**src/rtl/friscv_uart_host_pkg.sv**
```systemverilog
// Shared constants and types for the UART host: register offsets, status
// bit positions and the host state encoding.
package friscv_uart_host_pkg;

  // UART register offsets relative to the peripheral base address
  localparam logic [3:0] UART_CSR = 4'h0;
  localparam logic [3:0] UART_DIV = 4'h4;
  localparam logic [3:0] UART_TX  = 4'h8;
  localparam logic [3:0] UART_RX  = 4'hC;

  // Status bit positions inside the CSR read data
  localparam int UART_TX_FULL  = 10;
  localparam int UART_RX_EMPTY = 11;

  typedef enum logic [2:0] {
    INIT_DIV,
    INIT_CSR,
    POLL,
    TX_WR,
    RX_RD,
    GAP
  } host_state_t;

  // Absolute register address from base and offset
  function automatic logic [31:0] reg_addr(input logic [31:0] base,
                                           input logic [3:0]  offset);
    return base + {28'b0, offset};
  endfunction

endpackage

```
**src/rtl/friscv_scfifo.sv**
```systemverilog
// Single-clock FIFO with first-word fall-through read port. Pointers carry
// one extra wrap bit so full and empty can be told apart without a counter.
module friscv_scfifo #(
  parameter int ADDR_WIDTH = 2,
  parameter int DATA_WIDTH = 8
) (
  input  logic                  aclk,
  input  logic                  aresetn,
  input  logic                  srst,
  input  logic [DATA_WIDTH-1:0] data_in,
  input  logic                  push,
  output logic                  full,
  output logic [DATA_WIDTH-1:0] data_out,
  input  logic                  pull,
  output logic                  empty
);

  localparam int DEPTH = 1 << ADDR_WIDTH;
  localparam int PTR_W = ADDR_WIDTH + 1;

  logic [DATA_WIDTH-1:0] mem [DEPTH];
  logic [ADDR_WIDTH:0]   wr_ptr;
  logic [ADDR_WIDTH:0]   rd_ptr;

  assign empty    = (wr_ptr == rd_ptr);
  assign full     = (wr_ptr[ADDR_WIDTH] != rd_ptr[ADDR_WIDTH]) &&
                    (wr_ptr[ADDR_WIDTH-1:0] == rd_ptr[ADDR_WIDTH-1:0]);
  assign data_out = mem[rd_ptr[ADDR_WIDTH-1:0]];

  // Advance the pointers on accepted pushes and pops; both resets empty the FIFO
  always_ff @(posedge aclk or negedge aresetn) begin
    if (!aresetn) begin
      wr_ptr <= '0;
      rd_ptr <= '0;
    end else if (srst) begin
      wr_ptr <= '0;
      rd_ptr <= '0;
    end else begin
      if (push && !full) wr_ptr <= wr_ptr + PTR_W'(1);
      if (pull && !empty) rd_ptr <= rd_ptr + PTR_W'(1);
    end
  end

  // Storage needs no reset: only entries between the pointers are ever read
  always_ff @(posedge aclk) begin
    if (push && !full) mem[wr_ptr[ADDR_WIDTH-1:0]] <= data_in;
  end

endmodule

```
**src/rtl/friscv_uart_host.sv**
```systemverilog
// Register-port initiator for the UART: configures divider and CSR after
// reset, then polls the CSR and moves bytes between the core-side streams
// and the UART FIFOs without ever issuing an access the UART would stall on.
module friscv_uart_host
  import friscv_uart_host_pkg::*;
#(
  parameter int         ADDRW         = 16,
  parameter int         XLEN          = 32,
  parameter int         BASE_ADDR     = 0,
  parameter int         CLK_DIVIDER   = 4,
  parameter logic [7:0] CSR_INIT      = 8'h01,
  parameter int         TX_FIFO_DEPTH = 4
) (
  input  logic              aclk,
  input  logic              aresetn,
  input  logic              srst,
  input  logic              tx_valid,
  output logic              tx_ready,
  input  logic [7:0]        tx_data,
  output logic              rx_valid,
  input  logic              rx_ready,
  output logic [7:0]        rx_data,
  output logic              mst_en,
  output logic              mst_wr,
  output logic [ADDRW-1:0]  mst_addr,
  output logic [XLEN-1:0]   mst_wdata,
  output logic [XLEN/8-1:0] mst_strb,
  input  logic [XLEN-1:0]   mst_rdata,
  input  logic              mst_ready,
  output logic              init_done
);

  localparam int STRB_W = XLEN / 8;

  localparam logic [ADDRW-1:0]  ADDR_CSR  = ADDRW'(reg_addr(32'(BASE_ADDR), UART_CSR));
  localparam logic [ADDRW-1:0]  ADDR_DIV  = ADDRW'(reg_addr(32'(BASE_ADDR), UART_DIV));
  localparam logic [ADDRW-1:0]  ADDR_TX   = ADDRW'(reg_addr(32'(BASE_ADDR), UART_TX));
  localparam logic [ADDRW-1:0]  ADDR_RX   = ADDRW'(reg_addr(32'(BASE_ADDR), UART_RX));
  localparam logic [XLEN-1:0]   DIV_DATA  = XLEN'(CLK_DIVIDER);
  localparam logic [XLEN-1:0]   CSR_DATA  = {{(XLEN-8){1'b0}}, CSR_INIT};
  localparam logic [STRB_W-1:0] STRB_HALF = STRB_W'(2'b11);
  localparam logic [STRB_W-1:0] STRB_BYTE = STRB_W'(1'b1);

  host_state_t state;
  logic        favor_rx;
  logic        fifo_full;
  logic        fifo_empty;
  logic        fifo_push;
  logic        fifo_pull;
  logic [7:0]  fifo_head;
  logic        access_done;
  logic        status_tx_full;
  logic        status_rx_empty;
  logic        tx_cand;
  logic        rx_cand;
  logic        rx_load;
  logic        unused_rdata;

  assign access_done     = mst_en & mst_ready;
  assign status_tx_full  = mst_rdata[UART_TX_FULL];
  assign status_rx_empty = mst_rdata[UART_RX_EMPTY];
  assign tx_cand         = ~status_tx_full & ~fifo_empty;
  assign rx_cand         = ~status_rx_empty & ~rx_valid;
  assign tx_ready        = ~fifo_full;
  assign fifo_push       = tx_valid & ~fifo_full;
  assign fifo_pull       = (state == TX_WR) & access_done;
  assign rx_load         = (state == RX_RD) & access_done;
  assign unused_rdata    = ^{mst_rdata[XLEN-1:12], mst_rdata[9:8]};

  friscv_scfifo #(
    .ADDR_WIDTH ($clog2(TX_FIFO_DEPTH)),
    .DATA_WIDTH (8)
  ) tx_buffer (
    .aclk     (aclk),
    .aresetn  (aresetn),
    .srst     (srst),
    .data_in  (tx_data),
    .push     (fifo_push),
    .full     (fifo_full),
    .data_out (fifo_head),
    .pull     (fifo_pull),
    .empty    (fifo_empty)
  );

  // Host sequencer: each access is raised on entry to its state and dropped
  // on the edge that samples mst_ready; the poll result picks the next move
  always_ff @(posedge aclk or negedge aresetn) begin
    if (!aresetn) begin
      state     <= INIT_DIV;
      favor_rx  <= 1'b1;
      init_done <= 1'b0;
      mst_en    <= 1'b0;
      mst_wr    <= 1'b0;
      mst_addr  <= '0;
      mst_wdata <= '0;
      mst_strb  <= '0;
    end else if (srst) begin
      state     <= INIT_DIV;
      favor_rx  <= 1'b1;
      init_done <= 1'b0;
      mst_en    <= 1'b0;
      mst_wr    <= 1'b0;
      mst_addr  <= '0;
      mst_wdata <= '0;
      mst_strb  <= '0;
    end else begin
      case (state)
        INIT_DIV: begin
          if (!mst_en) begin
            mst_en    <= 1'b1;
            mst_wr    <= 1'b1;
            mst_addr  <= ADDR_DIV;
            mst_wdata <= DIV_DATA;
            mst_strb  <= STRB_HALF;
          end else if (mst_ready) begin
            mst_en <= 1'b0;
            state  <= INIT_CSR;
          end
        end
        INIT_CSR: begin
          if (!mst_en) begin
            mst_en    <= 1'b1;
            mst_wr    <= 1'b1;
            mst_addr  <= ADDR_CSR;
            mst_wdata <= CSR_DATA;
            mst_strb  <= STRB_BYTE;
          end else if (mst_ready) begin
            mst_en    <= 1'b0;
            init_done <= 1'b1;
            state     <= GAP;
          end
        end
        POLL: begin
          if (!mst_en) begin
            mst_en    <= 1'b1;
            mst_wr    <= 1'b0;
            mst_addr  <= ADDR_CSR;
            mst_wdata <= '0;
            mst_strb  <= '0;
          end else if (mst_ready) begin
            mst_en <= 1'b0;
            if (tx_cand && (!rx_cand || !favor_rx)) begin
              state    <= TX_WR;
              favor_rx <= 1'b1;
            end else if (rx_cand) begin
              state    <= RX_RD;
              favor_rx <= 1'b0;
            end else begin
              state <= GAP;
            end
          end
        end
        TX_WR: begin
          if (!mst_en) begin
            mst_en    <= 1'b1;
            mst_wr    <= 1'b1;
            mst_addr  <= ADDR_TX;
            mst_wdata <= {{(XLEN-8){1'b0}}, fifo_head};
            mst_strb  <= STRB_BYTE;
          end else if (mst_ready) begin
            mst_en <= 1'b0;
            state  <= GAP;
          end
        end
        RX_RD: begin
          if (!mst_en) begin
            mst_en    <= 1'b1;
            mst_wr    <= 1'b0;
            mst_addr  <= ADDR_RX;
            mst_wdata <= '0;
            mst_strb  <= '0;
          end else if (mst_ready) begin
            mst_en <= 1'b0;
            state  <= GAP;
          end
        end
        GAP: begin
          mst_en    <= 1'b1;
          mst_wr    <= 1'b0;
          mst_addr  <= ADDR_CSR;
          mst_wdata <= '0;
          mst_strb  <= '0;
          state     <= POLL;
        end
        default: begin
          mst_en <= 1'b0;
          state  <= INIT_DIV;
        end
      endcase
    end
  end

  // Received-byte holding register: loaded by a completed RX read, held
  // until the consumer takes it
  always_ff @(posedge aclk or negedge aresetn) begin
    if (!aresetn) begin
      rx_valid <= 1'b0;
      rx_data  <= '0;
    end else if (srst) begin
      rx_valid <= 1'b0;
      rx_data  <= '0;
    end else if (rx_load) begin
      rx_valid <= 1'b1;
      rx_data  <= mst_rdata[7:0];
    end else if (rx_valid && rx_ready) begin
      rx_valid <= 1'b0;
    end
  end

endmodule

```
**config.mk**
```make
export PLATFORM = sky130hd
export DESIGN_NAME = friscv_uart_host
export DESIGN_NICKNAME = d
export VERILOG_FILES = /design/src/rtl/friscv_uart_host_pkg.sv /design/src/rtl/friscv_scfifo.sv /design/src/rtl/friscv_uart_host.sv
export SDC_FILE = /design/constraint.sdc
export NUM_CORES = 1
export LEC_CHECK = 0
export CAP_MARGIN = 20
export CORE_MARGIN = 4
export CORE_UTILIZATION = 41
export DETAILED_ROUTE_END_ITERATION = 10
export PLACE_DENSITY_LB_ADDON = 0.05
export SETUP_SLACK_MARGIN = 0.15
export SLEW_MARGIN = 20
export SYNTH_ARGS = -nofsm -noshare
export SYNTH_HDL_FRONTEND = slang
export SYNTH_SLANG_ARGS = --single-unit
```
**constraint.sdc**
```tcl
create_clock -name aclk -period 1.7 [get_ports aclk]
set_clock_uncertainty 0.15 [all_clocks]
set_input_delay 0.255 -clock aclk [delete_from_list [all_inputs] [get_ports aclk]]
set_output_delay 0.255 -clock aclk [all_outputs]
set_load 0.05 [all_outputs]
```
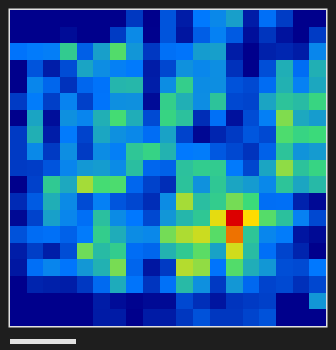
(signal metal coverage by tile)
Bar = 20 µm. The die is cut into 19 by 19 equal tiles; dark blue is low, red is high, scaled to the fullest tile. Values are wire area over tile area, all layers added.
- densest ninth of the die: right middle
- nearly empty tiles: 13%
- fullest tile: 0.46
- tiles over half the peak: 7.2%
- mean over tiles: 0.11
Total GRT Usage: 14.5%
via count: 2,035
drt total wl: 6290 µm
WL per Instance: 14.4 µm

==> changes_impl.md <==
## Flow update

- Status: finished with violations
- Failing checks: negative setup slack
- Tap cells: 99
- Clk tree area frac: 4.57%
- Worst setup EP type: primary output
- Commonest cells post-synth: buf_4 (40), dfrtp_1 (33), edfxtp_1 (32)
- Wire length on met1: 2770 µm
- Placed cells: 406
- Post-CTS setup buffers: 6
- Met2 WL: 3000 µm
- Comb area share: 29.9%
- Fill cells: 610
- R2R Path Start: tx_buffer.rd_ptr[1]
- CTS Hold Bufs: 0
- Endpoints failing setup: 48
- Placement Setup Slack: -0.160 ns
- Dpl hpwl: 4400 µm
- Aoi share: 10.7%
- Top cell area share: 30.6%
- Core area: 7330 µm²
- Clock buffer depth: 2
- Power share of the combinational group: 17.9%
- Comb pwr: 678 µW
- Most numerous cell in the Yosys netlist: buf_4
- Fmax: 523 MHz
- Sequential share of cell area: 41.7%
- DRT iter0 DRCs: 57
- YS chip area: 3140 µm²
- Net Switching: 1120 µW
- Worst Setup Start Kind: register
- Crit path max-delay cell type: dfrtp_2
- Die Ht: 95.5 µm
- Top cell category: sequential cells
- Final worst slack: -0.212 ns
- Synthesized cell area: 3140 µm²
- GRT overflow: 0
- Cell Count, Final, Fillers Out: 436
- Post-route setup TNS: -5.84 ns
- Req. time, crit path: 1.29 ns
- Insertion Delay late pin: 0.34 ns
- CP Launch Point: tx_buffer.rd_ptr[1]
- Cell variety after synth: 40
- Count of input and output buffers: 48
- Most used routing layer: met2
- Cell row count: 31
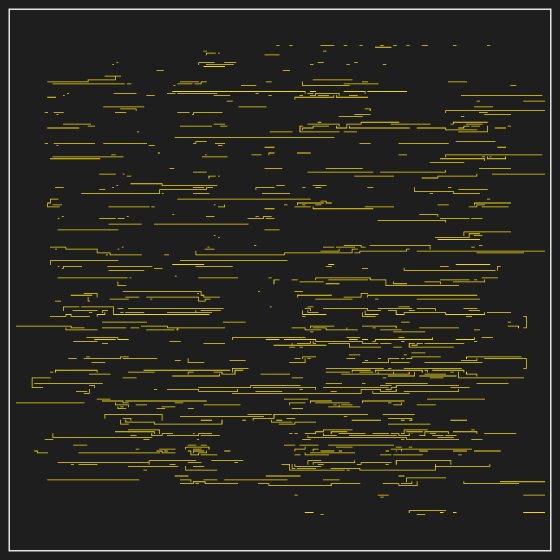
(met1 routing)
- main direction: horizontal
- longest straight run: 28.1 µm
- wire length on this layer: 2,770 µm
- nets with wire on the layer: 302
- share of all routed wire: 44%
met1 usage: 19.4%

No activity file was given, so power comes from the tool's default toggle rates.
